Run 1, cell sizes after repair:
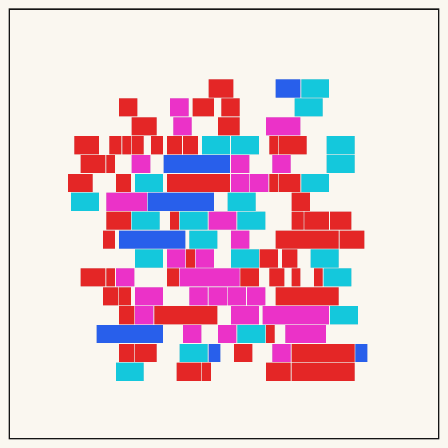
Run 1, routing congestion map:
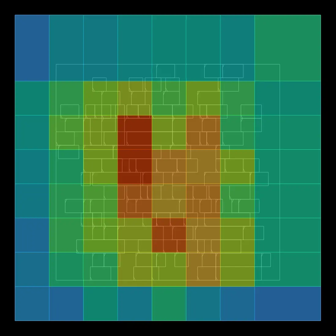
Run 1, signal metal coverage by tile:
Bar = 20 um. The die is cut into 12 by 12 equal tiles; dark purple is low, yellow is high, scaled to the fullest tile. Values are wire area over tile area, all layers added.
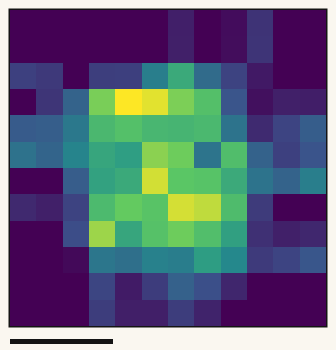
File: src/rtl/bcd_pkg.sv
// Shared BCD definitions for the decimal counter family.
//   NIBBLE_W : bits per BCD digit
//   BCD_MAX  : largest legal digit value (9)
//   BCD_ZERO : digit value zero
//   bcd_sat  : clamps a 4-bit nibble into the legal BCD range 0..9
package bcd_pkg;

  localparam int         NIBBLE_W = 4;
  localparam logic [3:0] BCD_MAX  = 4'd9;
  localparam logic [3:0] BCD_ZERO = 4'd0;

  function automatic logic [3:0] bcd_sat(input logic [3:0] nibble);
    return (nibble > BCD_MAX) ? BCD_MAX : nibble;
  endfunction

endpackage

File: src/rtl/bcd_down_digit.sv
// One BCD digit of the down counter.
//   clk     : rising-edge clock
//   clr     : asynchronous active-high reset, digit -> 0
//   load    : synchronous load strobe, takes priority over dec
//   ld_val  : nibble to load; values above 9 are stored as 9
//   dec     : decrement this digit on the next edge (0 wraps to 9)
//   d       : current digit value
//   is_zero : 1 when the digit is 0, feeds the borrow chain
module bcd_down_digit
  import bcd_pkg::*;
(
  input  logic       clk,
  input  logic       clr,
  input  logic       load,
  input  logic [3:0] ld_val,
  input  logic       dec,
  output logic [3:0] d,
  output logic       is_zero
);

  logic [3:0] d_q;
  logic [3:0] d_d;

  always_comb begin
    d_d = d_q;
    if (load) begin
      d_d = bcd_sat(ld_val);
    end else if (dec) begin
      d_d = (d_q == BCD_ZERO) ? BCD_MAX : (d_q - 4'd1);
    end
  end

  always_ff @(posedge clk or posedge clr) begin
    if (clr) begin
      d_q <= BCD_ZERO;
    end else begin
      d_q <= d_d;
    end
  end

  assign d       = d_q;
  assign is_zero = (d_q == BCD_ZERO);

endmodule

File: src/rtl/bcd_down_counter.sv
// Multi-digit synchronous BCD down counter with parallel load.
//   clk        : rising-edge clock
//   clr        : asynchronous active-high reset (q=0, pulses cleared)
//   load       : synchronous load strobe, wins over en
//   load_val   : BCD load value, nibble i -> digit i (nibbles >9 saturate to 9)
//   en         : count enable, one decrement per enabled edge
//   q          : current count, nibble i is digit i (digit 0 least significant)
//   zero       : combinational, 1 when every digit is 0
//   borrow_out : registered one-cycle pulse when the count wraps 0 -> all nines
//   load_err   : registered one-cycle flag after a load containing a nibble >9
// Parameters: DIGITS (1..8), WRAP (1 = wrap to all nines, 0 = stop at zero).
module bcd_down_counter
  import bcd_pkg::*;
#(
  parameter int DIGITS = 2,
  parameter bit WRAP   = 1'b1
) (
  input  logic                         clk,
  input  logic                         clr,
  input  logic                         load,
  input  logic [NIBBLE_W*DIGITS-1:0]   load_val,
  input  logic                         en,
  output logic [NIBBLE_W*DIGITS-1:0]   q,
  output logic                         zero,
  output logic                         borrow_out,
  output logic                         load_err
);

  logic [DIGITS-1:0] dig_zero;
  logic [DIGITS-1:0] dec;
  // lower_zero[i] = digits 0..i-1 are all zero; lower_zero[DIGITS] = whole count zero.
  logic [DIGITS:0]   lower_zero;
  logic              all_zero;
  logic              count_ok;
  logic              bad_nibble;

  logic borrow_out_q, borrow_out_d;
  logic load_err_q,   load_err_d;

  assign lower_zero[0] = 1'b1;

  for (genvar g = 0; g < DIGITS; g++) begin : g_digit
    assign lower_zero[g+1] = lower_zero[g] & dig_zero[g];
    assign dec[g]          = count_ok & lower_zero[g];

    bcd_down_digit u_digit (
      .clk     (clk),
      .clr     (clr),
      .load    (load),
      .ld_val  (load_val[g*NIBBLE_W +: NIBBLE_W]),
      .dec     (dec[g]),
      .d       (q[g*NIBBLE_W +: NIBBLE_W]),
      .is_zero (dig_zero[g])
    );
  end

  assign all_zero = lower_zero[DIGITS];

  // Without WRAP the counter parks at zero: suppress every decrement there.
  assign count_ok = en & ~load & (WRAP | ~all_zero);

  always_comb begin
    bad_nibble = 1'b0;
    for (int i = 0; i < DIGITS; i++) begin
      if (load_val[i*NIBBLE_W +: NIBBLE_W] > BCD_MAX) begin
        bad_nibble = 1'b1;
      end
    end
  end

  always_comb begin
    borrow_out_d = en & ~load & all_zero & WRAP;
    load_err_d   = load & bad_nibble;
  end

  always_ff @(posedge clk or posedge clr) begin
    if (clr) begin
      borrow_out_q <= 1'b0;
      load_err_q   <= 1'b0;
    end else begin
      borrow_out_q <= borrow_out_d;
      load_err_q   <= load_err_d;
    end
  end

  assign zero       = all_zero;
  assign borrow_out = borrow_out_q;
  assign load_err   = load_err_q;

endmodule

File: config.mk
export PLATFORM = sky130hd
export DESIGN_NAME = bcd_down_counter
export DESIGN_NICKNAME = d
export VERILOG_FILES = /design/src/rtl/bcd_pkg.sv /design/src/rtl/bcd_down_digit.sv /design/src/rtl/bcd_down_counter.sv
export SDC_FILE = /design/constraint.sdc
export NUM_CORES = 1
export LEC_CHECK = 0
export CAP_MARGIN = 20
export CELL_PAD_IN_SITES_DETAIL_PLACEMENT = 0
export CELL_PAD_IN_SITES_GLOBAL_PLACEMENT = 1
export CORE_MARGIN = 8
export CORE_UTILIZATION = 27
export CTS_CLUSTER_SIZE = 10
export DETAILED_ROUTE_END_ITERATION = 8
export PLACE_DENSITY_LB_ADDON = 0.1
export SETUP_SLACK_MARGIN = 0.5
export SYNTH_ARGS = -nofsm -noshare
export SYNTH_HDL_FRONTEND = slang
export SYNTH_SLANG_ARGS = --single-unit
File: constraint.sdc
create_clock -name clk -period 1.7 [get_ports clk]
set_input_delay 0.34 -clock clk [delete_from_list [all_inputs] [get_ports clk]]
set_output_delay 0.34 -clock clk [all_outputs]
set_load 0.02 [all_outputs]
==> impl_results.html, run 1 <==
<h2>Implementation results</h2>
<table>
<tr><th>Metric</th><th>Value</th></tr>
<tr><th colspan="2">Outcome</th></tr>
<tr><td>Status</td><td>finished, violations left</td></tr>
<tr><td>Violated checks</td><td>setup timing</td></tr>
<tr><th colspan="2">Clocking</th></tr>
<tr><td>Number of sinks driven by the clock tree</td><td>10</td></tr>
<tr><td>Insertion delay at the late pin of the worst-skew pair</td><td>0.27 ns</td></tr>
<tr><td>TritonCTS clock tree</td><td>yes</td></tr>
<tr><td>Number of buffers added to fix hold violations after cts</td><td>0</td></tr>
<tr><th colspan="2">Global route</th></tr>
<tr><td>Pin count of the biggest net entering global routing</td><td>11</td></tr>
<tr><td>Met1 capacity usage during global routing</td><td>12.7%</td></tr>
<tr><td>Met2 Usage GRT</td><td>18.9%</td></tr>
<tr><td>Wire length of the first global-routing pass</td><td>3130 um</td></tr>
<tr><th colspan="2">Detailed routing</th></tr>
<tr><td>DR vias</td><td>640</td></tr>
<tr><td>Total iterations of the first detailed-routing run</td><td>3</td></tr>
<tr><td>Drt total wl</td><td>1870 um</td></tr>
<tr><th colspan="2">Layout</th></tr>
<tr><td>Inverters excl. clock</td><td>5</td></tr>
<tr><td>Relative area of non-clock buffer cells in the final design</td><td>roughly two fifths</td></tr>
<tr><td>Comb area share</td><td>29.7%</td></tr>
<tr><td>Clock network area share</td><td>2.25%</td></tr>
<tr><td>Logic area</td><td>347 um^2</td></tr>
<tr><td>Max FFs per register</td><td>8</td></tr>
<tr><td>Sequential cells</td><td>10</td></tr>
<tr><th colspan="2">STA</th></tr>
<tr><td>Crit path setup slack, layout</td><td>-0.297 ns</td></tr>
<tr><td>Final setup violation count</td><td>4</td></tr>
<tr><td>Max Freq</td><td>0.501 GHz</td></tr>
<tr><td>Min Clock Period, post-route</td><td>2.00 ns</td></tr>
<tr><th colspan="2">Die</th></tr>
<tr><td>Number of top-level pins</td><td>23</td></tr>
<tr><th colspan="2">Flow run</th></tr>
<tr><td>Max-cap violation count</td><td>0</td></tr>
<tr><th colspan="2">Pwr</th></tr>
<tr><td>Relative contribution of combinational cells to total power</td><td>a little over two fifths</td></tr>
<tr><td>Standby leakage power</td><td>0.527 nW</td></tr>
<tr><td>Relative contribution of the clock network to total power</td><td>a little over a fifth</td></tr>
<tr><th colspan="2">Synth</th></tr>
<tr><td>Fraction of the yosys area taken by sequential cells</td><td>44.5%</td></tr>
<tr><td>Top comb family, area</td><td>simple AND/OR/NAND/NOR gates</td></tr>
<tr><td>Area fraction in and, or, nand and nor cells</td><td>a little over a quarter</td></tr>
<tr><td>Number of distinct library cell variants in the gate-level netlist after synthesis</td><td>26</td></tr>
<tr><td>Gate Count Post-Synth</td><td>approximately 58</td></tr>
<tr><td>Syn_area_per_cell</td><td>9.69 um^2</td></tr>
<tr><th colspan="2">Critical path</th></tr>
<tr><td>Max stage delay on crit path</td><td>0.55 ns</td></tr>
<tr><td>Critical Path End</td><td>zero</td></tr>
<tr><td>Reg-to-reg setup timing slack</td><td>-0.29 ns</td></tr>
<tr><td>Worst-path cell chain</td><td>or4_4 &gt; nor4b_4 &gt; buf_4</td></tr>
<tr><th colspan="2">Place</th></tr>
<tr><td>Routability-driven placement congestion ratio</td><td>0.739</td></tr>
<tr><td>Post-place instance area</td><td>927 um^2</td></tr>
</table>
About 'cell sizes after repair':
| size | colour | cells | most used |
|---|---|---|---|
| x2 | blue | 7 | dfrtp_2 |
| x6 and larger | cyan | 22 | buf_6 |
| x1 and smaller | red | 55 | clkdlybuf4s50_1 |
| x3 and x4 | magenta | 27 | buf_4 |

About 'routing congestion map':
GRT Total Usage: 11.5%
Wirelength per Cell: 13.5 um
busiest layer in global routing: met2

About 'signal metal coverage by tile':
densest ninth of the die: centre
nearly empty tiles: 30%
fullest tile: 0.28
tiles over half the peak: 24%

==> run 1 -> run 2 <==
CORE_UTILIZATION = 38   (was 27)
DONT_BUFFER_PORTS = 1   (was not set)
HOLD_SLACK_MARGIN = 0.06   (was not set)
Run 2, signal metal coverage by tile:
Bar = 20 um. The die is cut into 11 by 11 equal tiles; dark purple is low, yellow is high, scaled to the fullest tile. Values are wire area over tile area, all layers added.
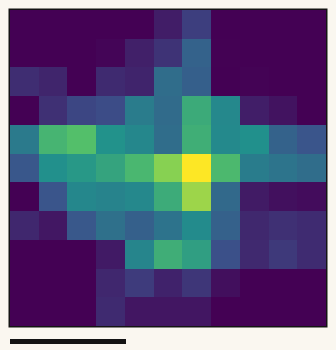
densest ninth of the die: centre
mean over tiles: 0.089
fullest tile: 0.42
emptiest ninth of the die: north-east
GRT Total Usage: 12.0%
DR vias: 528
Wirelength per Cell: 16.7 um
drt total wl: 1550 um

Run 2, routing congestion map:
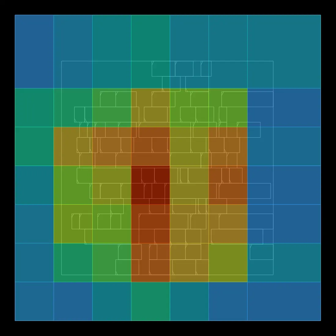
met1 capacity usage during global routing: 11.0%
GRT met3 Usage: 8.42%

==> impl_results.html, run 2 <==
<h2>Implementation results</h2>
<table>
<tr><th>Metric</th><th>Value</th></tr>
<tr><th colspan="2">Layout</th></tr>
<tr><td>Clock network area share</td><td>3.23% (+0.97 points)</td></tr>
<tr><td>Max FFs per register</td><td>8 (unchanged)</td></tr>
<tr><td>Inverters excl. clock</td><td>5 (unchanged)</td></tr>
<tr><td>Sequential cells</td><td>10 (unchanged)</td></tr>
<tr><td>Comb area share</td><td>39.0% (+9.3 points)</td></tr>
<tr><td>Relative area of non-clock buffer cells in the final design</td><td>21.5% (-20 points)</td></tr>
<tr><td>Logic area</td><td>318 um^2 (-8.3%)</td></tr>
<tr><th colspan="2">Global route</th></tr>
<tr><td>Wire length of the first global-routing pass</td><td>2520 um (-20%)</td></tr>
<tr><td>Busiest layer in global routing</td><td>met2</td></tr>
<tr><td>Pin count of the biggest net entering global routing</td><td>15 (+4)</td></tr>
<tr><td>Met2 Usage GRT</td><td>19.8% (+0.94 points)</td></tr>
<tr><th colspan="2">STA</th></tr>
<tr><td>Max Freq</td><td>0.512 GHz (+2.3%)</td></tr>
<tr><td>Min Clock Period, post-route</td><td>1.95 ns (-0.0450 ns)</td></tr>
<tr><td>Final setup violation count</td><td>4 (unchanged)</td></tr>
<tr><td>Crit path setup slack, layout</td><td>-0.252 ns (+0.0450 ns)</td></tr>
<tr><th colspan="2">Clocking</th></tr>
<tr><td>TritonCTS clock tree</td><td>yes</td></tr>
<tr><td>Number of buffers added to fix hold violations after cts</td><td>1 (+1)</td></tr>
<tr><th colspan="2">Pwr</th></tr>
<tr><td>Relative contribution of combinational cells to total power</td><td>30.8% (-13 points)</td></tr>
<tr><td>Relative contribution of the clock network to total power</td><td>26.0% (+4.2 points)</td></tr>
<tr><th colspan="2">Outcome</th></tr>
<tr><td>Violated checks</td><td>setup timing</td></tr>
<tr><td>Status</td><td>finished, violations left</td></tr>
<tr><th colspan="2">Synth</th></tr>
<tr><td>Area fraction in and, or, nand and nor cells</td><td>26.3% (unchanged)</td></tr>
<tr><td>Top comb family, area</td><td>simple AND/OR/NAND/NOR gates</td></tr>
<tr><td>Syn_area_per_cell</td><td>9.69 um^2 (unchanged)</td></tr>
<tr><td>Gate Count Post-Synth</td><td>58 (unchanged)</td></tr>
<tr><td>Fraction of the yosys area taken by sequential cells</td><td>44.5% (unchanged)</td></tr>
<tr><th colspan="2">Place</th></tr>
<tr><td>Post-place instance area</td><td>671 um^2 (-28%)</td></tr>
<tr><td>Routability-driven placement congestion ratio</td><td>0.778 (+5.3%)</td></tr>
<tr><th colspan="2">Die</th></tr>
<tr><td>Initial Utilization</td><td>39.1%</td></tr>
<tr><th colspan="2">Critical path</th></tr>
<tr><td>Critical Path End</td><td>zero</td></tr>
<tr><td>Worst-path cell chain</td><td>or4_4 &gt; nor4b_4 &gt; buf_4</td></tr>
<tr><th colspan="2">Flow run</th></tr>
<tr><td>Max-cap violation count</td><td>0 (unchanged)</td></tr>
</table>
Power figures rest on the tool's default switching activity, not on a simulated workload.
